==> images/drive_strength.png <==
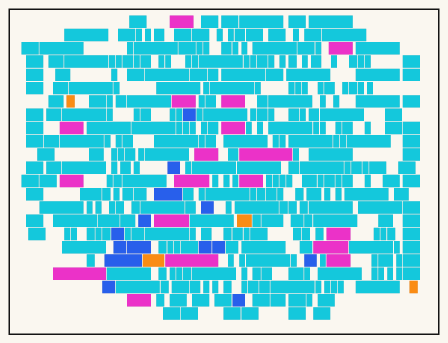
==> images/density.png <==
The die is cut into 9 by 7 equal tiles; white is low, dark blue is high, 0 to 100% covered.
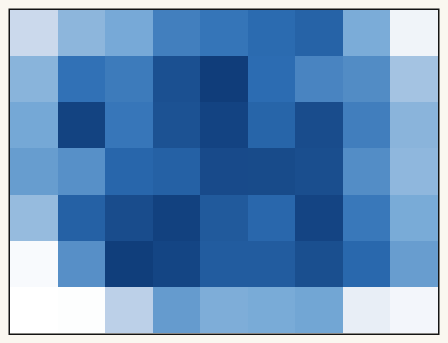
==> images/final_placement.png <==
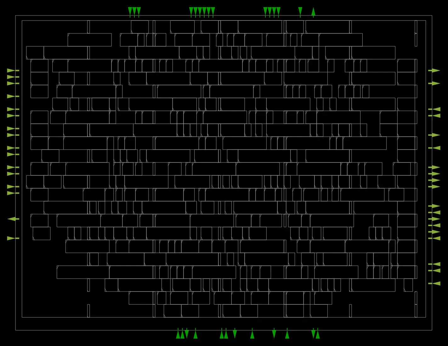
==> images/pins.png <==
The bar under the picture is 20 µm long. Pins as bars across the die edge, other pins in grey.
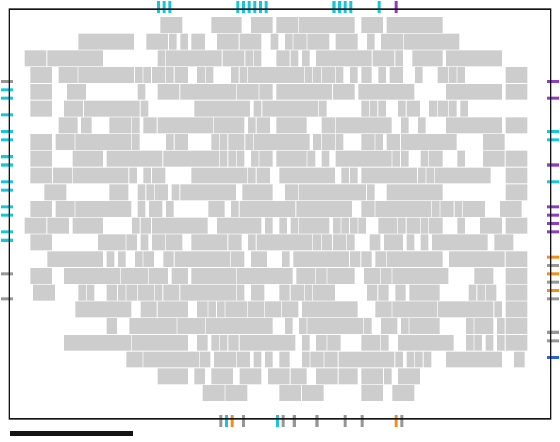
## src/rtl/rf_dump_reader.sv

```systemverilog
`timescale 1ns/1ps
// -----------------------------------------------------------------------------
// rf_dump_reader
//
// Debug reader for the CPU register file. A start pulse walks a register
// address range (wrapping modulo 2**ADDR_W) through one asynchronous read
// port. Each word is snapshotted in its own LOAD cycle and streamed MSB-first
// as bytes over a valid/ready byte interface that feeds the UART transmitter.
// The core's write port is never stalled. Words are snapshotted one register
// at a time, so a core write lands in the dump only if it precedes that
// register's LOAD edge.
//
// Parameters
//   ADDR_W    register index width (32 registers by default)
//   DATA_W    register word width, a multiple of 8, sent as DATA_W/8 bytes
//   SEND_ADDR when 1, each word is preceded by a header byte holding its index
//
// Ports (all outputs are registered)
//   clk         rising-edge clock
//   RST_N       asynchronous active-low reset
//   DUMP_START  start request, honoured only in IDLE
//   DUMP_FIRST  first register index, latched on an accepted start
//   DUMP_LAST   last register index, latched on an accepted start
//   RF_ADR      read address to the register file read port
//   RF_RS       combinational read data for RF_ADR
//   TX_DATA     byte to the transmitter
//   TX_VALID    TX_DATA is valid; data and valid hold until accepted
//   TX_READY    transmitter accepts the byte on this edge
//   DUMP_BUSY   high from the accepted start until completion
//   DUMP_DONE   one-cycle completion pulse
// -----------------------------------------------------------------------------
module rf_dump_reader #(
  parameter int ADDR_W    = 5,
  parameter int DATA_W    = 32,
  parameter bit SEND_ADDR = 1'b1
) (
  input  logic              clk,
  input  logic              RST_N,
  input  logic              DUMP_START,
  input  logic [ADDR_W-1:0] DUMP_FIRST,
  input  logic [ADDR_W-1:0] DUMP_LAST,
  output logic [ADDR_W-1:0] RF_ADR,
  input  logic [DATA_W-1:0] RF_RS,
  output logic [7:0]        TX_DATA,
  output logic              TX_VALID,
  input  logic              TX_READY,
  output logic              DUMP_BUSY,
  output logic              DUMP_DONE
);

  // Bytes emitted per register: the word bytes plus the optional header.
  localparam int NBYTES = DATA_W / 8;
  localparam int NXFER  = NBYTES + (SEND_ADDR ? 1 : 0);
  localparam int CNT_W  = $clog2(NXFER + 1);
  localparam logic [CNT_W-1:0] CNT_LOAD = CNT_W'(NXFER);
  localparam logic [CNT_W-1:0] CNT_ONE  = CNT_W'(1);

  typedef enum logic [1:0] {
    S_IDLE,
    S_LOAD,
    S_SEND,
    S_DONE
  } state_t;

  // Registered state and datapath.
  state_t              r_state;
  logic [ADDR_W-1:0]   r_addr;      // register currently being dumped
  logic [ADDR_W-1:0]   r_last;      // latched last index
  logic [DATA_W-1:0]   r_shift;     // remaining word bytes, next byte at the top
  logic [CNT_W-1:0]    r_cnt;       // bytes left for this register, incl. TX_DATA
  logic                r_settle;    // first LOAD of a dump waits one extra cycle
  logic [7:0]          r_tx_data;
  logic                r_tx_valid;
  logic                r_busy;
  logic                r_done;

  // Next-state values.
  state_t              w_state_nxt;
  logic [ADDR_W-1:0]   w_addr_nxt;
  logic [ADDR_W-1:0]   w_last_nxt;
  logic [DATA_W-1:0]   w_shift_nxt;
  logic [CNT_W-1:0]    w_cnt_nxt;
  logic                w_settle_nxt;
  logic [7:0]          w_tx_data_nxt;
  logic                w_tx_valid_nxt;
  logic                w_busy_nxt;
  logic                w_done_nxt;

  logic                w_xfer;
  logic                w_last_byte;
  logic                w_last_reg;
  logic [7:0]          w_header;

  assign w_xfer      = r_tx_valid && TX_READY;
  assign w_last_byte = (r_cnt == CNT_ONE);
  assign w_last_reg  = (r_addr == r_last);
  assign w_header    = 8'(r_addr);

  // ---------------------------------------------------------------------------
  // State and output registers.
  // NOTE: non-blocking assignments here so every flop samples the values that
  // existed before the edge; blocking ones would make results order-dependent.
  // ---------------------------------------------------------------------------
  always_ff @(posedge clk or negedge RST_N) begin
    if (!RST_N) begin
      r_state    <= S_IDLE;
      r_addr     <= '0;
      r_last     <= '0;
      r_shift    <= '0;
      r_cnt      <= '0;
      r_settle   <= 1'b0;
      r_tx_data  <= '0;
      r_tx_valid <= 1'b0;
      r_busy     <= 1'b0;
      r_done     <= 1'b0;
    end else begin
      r_state    <= w_state_nxt;
      r_addr     <= w_addr_nxt;
      r_last     <= w_last_nxt;
      r_shift    <= w_shift_nxt;
      r_cnt      <= w_cnt_nxt;
      r_settle   <= w_settle_nxt;
      r_tx_data  <= w_tx_data_nxt;
      r_tx_valid <= w_tx_valid_nxt;
      r_busy     <= w_busy_nxt;
      r_done     <= w_done_nxt;
    end
  end

  // ---------------------------------------------------------------------------
  // Next-state logic.
  // NOTE: the default assignment first guarantees every path assigns the
  // variable, so no latch is inferred.
  // ---------------------------------------------------------------------------
  always_comb begin
    w_state_nxt = r_state;
    unique case (r_state)
      S_IDLE: if (DUMP_START) w_state_nxt = S_LOAD;
      // The first register of a dump gives the read port a full cycle after
      // RF_ADR leaves its idle value before the word is captured.
      S_LOAD: if (!r_settle) w_state_nxt = S_SEND;
      S_SEND: begin
        if (w_xfer && w_last_byte) begin
          w_state_nxt = w_last_reg ? S_DONE : S_LOAD;
        end
      end
      S_DONE: w_state_nxt = S_IDLE;
      default: w_state_nxt = S_IDLE;
    endcase
  end

  // ---------------------------------------------------------------------------
  // Output / datapath next values.
  // ---------------------------------------------------------------------------
  always_comb begin
    w_addr_nxt     = r_addr;
    w_last_nxt     = r_last;
    w_shift_nxt    = r_shift;
    w_cnt_nxt      = r_cnt;
    w_settle_nxt   = r_settle;
    w_tx_data_nxt  = r_tx_data;
    w_tx_valid_nxt = r_tx_valid;
    w_busy_nxt     = r_busy;
    w_done_nxt     = 1'b0;

    unique case (r_state)
      S_IDLE: begin
        if (DUMP_START) begin
          w_addr_nxt   = DUMP_FIRST;
          w_last_nxt   = DUMP_LAST;
          w_busy_nxt   = 1'b1;
          w_settle_nxt = 1'b1;
        end
      end

      S_LOAD: begin
        if (r_settle) begin
          w_settle_nxt = 1'b0;
        end else begin
          // Snapshot this register now; later core writes are not seen.
          if (SEND_ADDR) begin
            w_tx_data_nxt = w_header;
            w_shift_nxt   = RF_RS;
          end else begin
            w_tx_data_nxt = RF_RS[DATA_W-1 -: 8];
            w_shift_nxt   = RF_RS << 8;
          end
          w_cnt_nxt      = CNT_LOAD;
          w_tx_valid_nxt = 1'b1;
        end
      end

      S_SEND: begin
        if (w_xfer) begin
          if (w_last_byte) begin
            // Drop valid for one cycle; either finish or reload the next index.
            w_tx_valid_nxt = 1'b0;
            w_cnt_nxt      = '0;
            if (w_last_reg) begin
              w_busy_nxt = 1'b0;
              w_done_nxt = 1'b1;
            end else begin
              w_addr_nxt = r_addr + ADDR_W'(1);
            end
          end else begin
            w_tx_data_nxt = r_shift[DATA_W-1 -: 8];
            w_shift_nxt   = r_shift << 8;
            w_cnt_nxt     = r_cnt - CNT_ONE;
          end
        end
      end

      S_DONE: begin
        w_done_nxt = 1'b0;
      end

      default: begin
        w_tx_valid_nxt = 1'b0;
        w_busy_nxt     = 1'b0;
      end
    endcase
  end

  assign RF_ADR    = r_addr;
  assign TX_DATA   = r_tx_data;
  assign TX_VALID  = r_tx_valid;
  assign DUMP_BUSY = r_busy;
  assign DUMP_DONE = r_done;

endmodule

```

## config.mk

```make
export PLATFORM = sky130hd
export DESIGN_NAME = rf_dump_reader
export DESIGN_NICKNAME = d
export VERILOG_FILES = /design/src/rtl/rf_dump_reader.sv
export SDC_FILE = /design/constraint.sdc
export NUM_CORES = 1
export LEC_CHECK = 0
export ABC_AREA = 0
export CORE_ASPECT_RATIO = 0.75
export CORE_UTILIZATION = 50
export CTS_CLUSTER_DIAMETER = 200
export DETAILED_ROUTE_END_ITERATION = 8
export PLACE_DENSITY = 0.87
export SYNTH_ARGS = -nofsm -noshare
export SYNTH_HDL_FRONTEND = slang
export SYNTH_SLANG_ARGS = --single-unit
```

## constraint.sdc

```tcl
create_clock -name clk -period 2.2 [get_ports clk]
set_clock_uncertainty 0.1 [all_clocks]
set_input_delay 0.55 -clock clk [delete_from_list [all_inputs] [get_ports clk]]
set_output_delay 0.55 -clock clk [all_outputs]
set_load 0.01 [all_outputs]
```

==> job_summary.md <==
### Flow metrics

| Metric | Value |
|---|---|
| Worst Setup EP | `RF_ADR[0]` |
| Ordered list of cells on the worst path | `clkdlybuf4s50_1` |
| Placed Cells | `436` |
| Buf+Inv Stages, Crit Path | `1` |
| Met3 routed WL | `514 µm` |
| Logic area | `1160 µm²` |
| Vias | `2379` |
| Cell Type Count | `35` |
| Fmax | `0.474 GHz` |
| Die width | `87.8 µm` |
| Met1 usage | `0.317` |
| Status | `completed` |
| Yosys stat area | `2760 µm²` |
| Register share after synthesis | `0.535` |
| H-Tree Depth | `3` |
| Leading cell kind | `flip-flops and latches` |
| Largest net degree at the start of global routing | `46` |
| Worst slew pin tran | `0.525 ns` |
| Slew HR | `0.650` |
| Fin nets | `421` |
| Rows | `23` |
| CP arrival | `1.46 ns` |
| Depth of the worst register-to-register path | `5` |
| Peak supply drop | `0.747 mV` |
| Final worst slack | `0.0906 ns` |
Notes on drive_strength.png above:
| colour | size | cells | share |
|---|---|---|---|
| blue | drive 3 to 4 | 14 | 3.7% |
| magenta | drive 6 and up | 18 | 4.8% |
| cyan | drive 1 or less | 341 | 90% |
| orange | drive 2 | 4 | 1.1% |

Notes on density.png above:
emptiest ninth of the die: bottom left
nearly empty tiles: 3.2%
mean over tiles: 63%
fullest tile: 95%
tiles over 75% full: 43%
Starting Density: 0.518
core area: 5320 µm²
fin util: 0.706

Notes on final_placement.png above:
sequential share of cell area: 0.393
tap cells: 75
number of fill cells: 381
Finished Layout Cells: 452
num sequential: 59

Notes on pins.png above:
| colour | port | pins | direction | edge |
|---|---|---|---|---|
| orange | RF_ADR | 5 | output | 3 right, 2 bottom |
| purple | TX_DATA | 8 | output | 7 right, 1 top |
| blue | RST_N | 1 | input | right |
| cyan | RF_RS | 32 | input | 14 top, 13 left, 3 right, 2 bottom |
all pins by edge: 19 right, 16 left, 15 top, 12 bottom

==> power by group <==
group          internal (W)  total [W]  leakage [nW]  switching, W
Clock              0.000843    0.00127         0.133      0.000425
Combinational      0.000962    0.00205         0.818       0.00109
Sequential          0.00156    0.00194         0.684      0.000372
Total               0.00337    0.00526          1.63       0.00189
==> cell usage after synthesis (2+ instances only) <==
library cell and number:
ha_1 3, nand3_1 10, mux2i_1 2, nor2b_1 3, buf_6 3, o21ai_1 2, nor3b_1 2, a21o_1 2
a221oi_1 2, a31oi_1 30, xor2_1 5, inv_1 6, clkbuf_1 4, buf_2 9, buf_4 2, nand2_1 86
dfrtp_1 59, nor3_1 3, o21ai_0 6, a22o_1 8, nor2_1 37, a21oi_1 8
Power figures rest on the tool's default switching activity, not on a simulated workload.
